`config.mk`:
```
export PLATFORM = sky130hd
export DESIGN_NAME = pipe_pm_ctrl
export DESIGN_NICKNAME = d
export VERILOG_FILES = /design/src/rtl/pipe_pm_ctrl.sv
export SDC_FILE = /design/constraint.sdc
export NUM_CORES = 1
export LEC_CHECK = 0
export CORE_MARGIN = 3
export CORE_UTILIZATION = 46
export CTS_CLUSTER_SIZE = 24
export DETAILED_ROUTE_END_ITERATION = 8
export PLACE_DENSITY = 0.77
export SLEW_MARGIN = 40
export SYNTH_ARGS = -nofsm -noshare
export SYNTH_HDL_FRONTEND = slang
export SYNTH_SLANG_ARGS = --single-unit
export TNS_END_PERCENT = 10
```
`constraint.sdc`:
```
create_clock -name PCLK -period 1.98 [get_ports PCLK]
set_input_delay 0.396 -clock PCLK [delete_from_list [all_inputs] [get_ports PCLK]]
set_output_delay 0.396 -clock PCLK [all_outputs]
set_load 0.005 [all_outputs]
```
`src/rtl/pipe_pm_ctrl.sv`:
```
// PIPE MAC-side power-management and reset sequencer: owns PhyReset, Powerdown and
// TxElecIdle, runs the PhyStatus handshakes, flags illegal requests, timeouts and wake.
module pipe_pm_ctrl #(
  parameter int unsigned RESET_CYCLES      = 16,
  parameter int unsigned PHYSTATUS_TIMEOUT = 255
) (
  input  logic       PCLK,
  input  logic       Reset_n,
  input  logic       PmReqValid,
  input  logic [1:0] PmReqState,
  output logic       PmReqReady,
  input  logic       TxElecIdleReq,
  input  logic       PhyStatus,
  input  logic       RxElecIdle,
  output logic       PhyReset,
  output logic [1:0] Powerdown,
  output logic       TxElecIdle,
  output logic       PhyReady,
  output logic       PmDone,
  output logic [1:0] PmStatus,
  output logic [1:0] CurState,
  output logic       Wake
);

  localparam int unsigned MaxCnt = (RESET_CYCLES > PHYSTATUS_TIMEOUT) ? RESET_CYCLES : PHYSTATUS_TIMEOUT;
  localparam int unsigned CntW   = $clog2(MaxCnt + 1);

  localparam logic [1:0] P0  = 2'b00;
  localparam logic [1:0] P0S = 2'b01;
  localparam logic [1:0] P1  = 2'b10;
  localparam logic [1:0] P2  = 2'b11;

  localparam logic [1:0] StatOk      = 2'b00;
  localparam logic [1:0] StatIllegal = 2'b01;
  localparam logic [1:0] StatTimeout = 2'b10;

  typedef enum logic [2:0] {
    RST_ASSERT, RST_WAIT, IDLE, PRE_IDLE, PD_WAIT, ERROR
  } state_t;

  state_t          state, stateNext;
  logic [CntW-1:0] cnt, cntNext;
  logic [1:0]      tgt, tgtNext;
  logic            rxPrev;

  logic            phyResetNext, phyReadyNext, reqReadyNext, txIdleNext;
  logic            pmDoneNext, wakeNext;
  logic [1:0]      powerdownNext, pmStatusNext, curNext;

  // Only adjacent power states may be requested: P0<->P0s, P0<->P1, P1<->P2.
  function automatic logic isLegal(input logic [1:0] from, input logic [1:0] to);
    case ({from, to})
      {P0, P0S}, {P0S, P0}, {P0, P1}, {P1, P0}, {P1, P2}, {P2, P1}: isLegal = 1'b1;
      default: isLegal = 1'b0;
    endcase
  endfunction

  // Next-state and next-output logic.
  always_comb begin
    stateNext     = state;
    cntNext       = '0;
    tgtNext       = tgt;
    powerdownNext = Powerdown;
    curNext       = CurState;
    pmDoneNext    = 1'b0;
    pmStatusNext  = PmStatus;

    case (state)
      RST_ASSERT: begin
        if (cnt == CntW'(RESET_CYCLES - 1)) stateNext = RST_WAIT;
        else                                cntNext   = cnt + CntW'(1);
      end
      RST_WAIT: begin
        if (PhyStatus)                                stateNext = IDLE;
        else if (cnt == CntW'(PHYSTATUS_TIMEOUT - 1)) stateNext = ERROR;
        else                                          cntNext   = cnt + CntW'(1);
      end
      IDLE: begin
        if (PmReqValid && PmReqReady) begin
          if (PmReqState == CurState) begin
            pmDoneNext   = 1'b1;
            pmStatusNext = StatOk;
          end else if (!isLegal(CurState, PmReqState)) begin
            pmDoneNext   = 1'b1;
            pmStatusNext = StatIllegal;
          end else begin
            tgtNext = PmReqState;
            // Leaving P0 needs one cycle of forced electrical idle first.
            if (CurState == P0) begin
              stateNext = PRE_IDLE;
            end else begin
              stateNext     = PD_WAIT;
              powerdownNext = PmReqState;
            end
          end
        end
      end
      PRE_IDLE: begin
        stateNext     = PD_WAIT;
        powerdownNext = tgt;
      end
      PD_WAIT: begin
        if (PhyStatus) begin
          stateNext    = IDLE;
          curNext      = tgt;
          pmDoneNext   = 1'b1;
          pmStatusNext = StatOk;
        end else if (cnt == CntW'(PHYSTATUS_TIMEOUT - 1)) begin
          stateNext    = ERROR;
          pmDoneNext   = 1'b1;
          pmStatusNext = StatTimeout;
        end else begin
          cntNext = cnt + CntW'(1);
        end
      end
      ERROR:   stateNext = ERROR;
      default: stateNext = RST_ASSERT;
    endcase

    phyResetNext = (stateNext != RST_ASSERT);
    phyReadyNext = (stateNext == IDLE) || (stateNext == PRE_IDLE) || (stateNext == PD_WAIT);
    reqReadyNext = (stateNext == IDLE);
    txIdleNext   = ((stateNext == IDLE) && (curNext == P0)) ? TxElecIdleReq : 1'b1;
    wakeNext     = (state == IDLE) && (CurState != P0) && rxPrev && !RxElecIdle;
  end

  // State and registered outputs.
  always_ff @(posedge PCLK) begin
    if (!Reset_n) begin
      state      <= RST_ASSERT;
      cnt        <= '0;
      tgt        <= P1;
      rxPrev     <= 1'b0;
      PhyReset   <= 1'b0;
      Powerdown  <= P1;
      CurState   <= P1;
      TxElecIdle <= 1'b1;
      PhyReady   <= 1'b0;
      PmReqReady <= 1'b0;
      PmDone     <= 1'b0;
      PmStatus   <= StatOk;
      Wake       <= 1'b0;
    end else begin
      state      <= stateNext;
      cnt        <= cntNext;
      tgt        <= tgtNext;
      rxPrev     <= RxElecIdle;
      PhyReset   <= phyResetNext;
      Powerdown  <= powerdownNext;
      CurState   <= curNext;
      TxElecIdle <= txIdleNext;
      PhyReady   <= phyReadyNext;
      PmReqReady <= reqReadyNext;
      PmDone     <= pmDoneNext;
      PmStatus   <= pmStatusNext;
      Wake       <= wakeNext;
    end
  end

endmodule

```
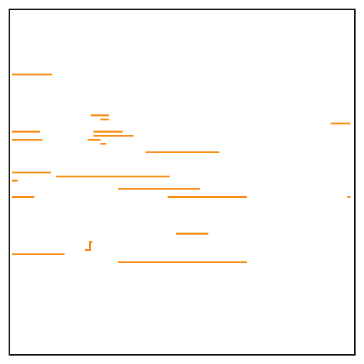
Figure 1: the metal 3 layer.
Scale: 6 px per um.
longest straight run: 21.2 um
wire length on this layer: 141 um
main direction: horizontal
share of all routed wire: 5.1%
Routed WL: 2.75 mm
routed vias: 1139
met3 usage: 0.0543

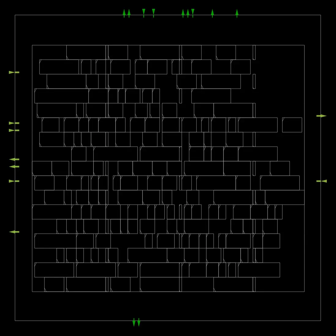
Figure 2: placed standard cells.
Finished Layout Cells: 206
Rows: 17

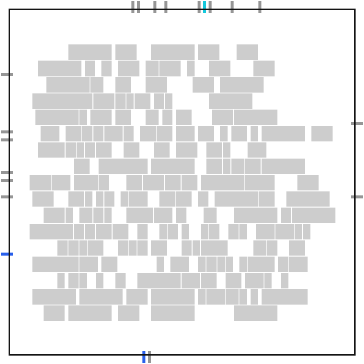
Figure 3: I/O pins on the die edge.
Scale: 6 px per um. Pins as bars across the die edge, other pins in gray.
legend:
  cyan:
    port: PmReqReady
    pins: 1
    direction: output
    edge: north
  blue:
    port: PmStatus
    pins: 2
    direction: output
    edge: 1 west, 1 south
all pins by edge: 9 north, 7 west, 2 east, 2 south
Die Y: 57.3 um
port buffer count: 19
Die Span X: 57.3 um

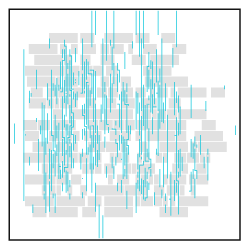
Figure 4: signal wires on met2.
Scale: 4 px per um.
main direction: vertical
share of all routed wire: 49%
M2 GR Usage: 0.302

==> impl_metrics.tcl <==
# yosys + openroad results
set metrics [dict create \
    sequentialPower_uw 537 \
    synth-main-ff-cell "dfxtp_1" \
    layout.cells.most_common "dfxtp_1" \
    crit_path_max_incr_delay_ns 0.46 \
    drive_gt1_frac 0.180 \
    edf_count 0 \
    maxPowerGroup "registers" \
    drt_iter0_markers 31 \
    ys_sh_aoi 0.158 \
    post_cts_buffers 1 \
    synth_area_um2 1210 \
    setup.worst_path.start "PmReqState[1]" \
    pre_cts_ws_ns -0.485 \
    r2r-end "TxElecIdle" \
    seq_area_frac 0.324 \
    final_core_util 0.683 \
    clock-sinks 26 \
    largest_class "logic gates" \
    buffer_area_frac 0.202 \
    cp-end-kind "register" \
    ys_sh_xor 0.0650 \
    routabilityCongestion 0.827 \
    period_needed_ns 1.86 \
    fp_nets 151 \
    crit_slowest_cell "or4_1" \
    synthSimpleGateAreaFrac 0.246 \
    signal_buffers 37 \
    r2r_cells 6 \
    yosysWarnings 0 \
    cp_cell_sequence "dlygate4sd2_1 -> xnor2_4 -> mux2i_4 -> nor2_2 -> a221o_1 -> or4_1" \
    syn_area_per_cell_um2 8.60 \
    r2r_start "state[2]" \
    grt_pass1_vias 1104 \
    ioPinCount 20 \
    route.met2.wl_mm 1.36 \
    clkLatencyLatePin_ns 0.33 \
    hpwl_mm 2.11 \
    top_layer_used "met4" \
    path_buffers 1 \
    seq_cells 26 \
    cap_violations 0 \
    worst_pin_slew_ns 0.476 \
    cp_max_fo 5 \
    antennaDiodeCount 0 \
    ys.flops 26 \
    topCellsByArea "dfxtp_1 43%, nor2_1 5.6%, xnor2_1 4.3%, a21oi_1 3.7%, nand3_1 3.7%" \
    largest_reg_flops 8 \
    timing.final.crit_share 0.941 \
    core_area_um2 2360 \
    slew_headroom 0.680 \
    finalInstanceArea_um2 1610 \
    status "finished, final reports clean" \
    clock_buffer_count 4 \
    antenna_left 0 \
    synthTopLogicFamily "simple AND/OR/NAND/NOR gates" \
    fp_util 0.514 \
    power.internal_uw 685 \
    seqPwrFrac 0.610 \
    met1_usage 0.217 \
    grt_pass1_wl_mm 4.75 \
    hold_class "input pin to register" \
    fmax_mhz 537 \
    inverters 7 \
    regMostFlops "cnt" \
    sw_frac_of_total 0.223 \
    fin_nets 189 \
    reg_top3 "cnt x8, state x3" \
    worst_hold_path.num_cells 3 \
    grt-ovfl-total 0 \
    lay_top_cells "24 x dfxtp_1, 18 x nor2_1, 18 x buf_4, 17 x clkdlybuf4s50_1, 11 x nand2_1" \
    track_usage 0.180 \
    power_density_nw_per_um2 547 \
    hold_buffers 0 \
    maxSlewViolCount 0 \
    p_sw_uw 197 \
    drc 0 \
    startpoint_type "input pin" \
    combGateArea_um2 666 \
    ys_cells 141 \
    common_cells "26 x dfxtp_1, 18 x nor2_1, 11 x nand2_1, 9 x a21oi_1, 9 x nand3_1" \
    p_leak_uw 0.000656 \
    combinationalPowerShare 0.085 \
    clkCellAreaFrac 0.0225 \
    critPathArrivalTime_ns 2.08 \
    fin_skew_ns 0.0128 \
    path_depth 6 \
    cts_max_level 1 \
]
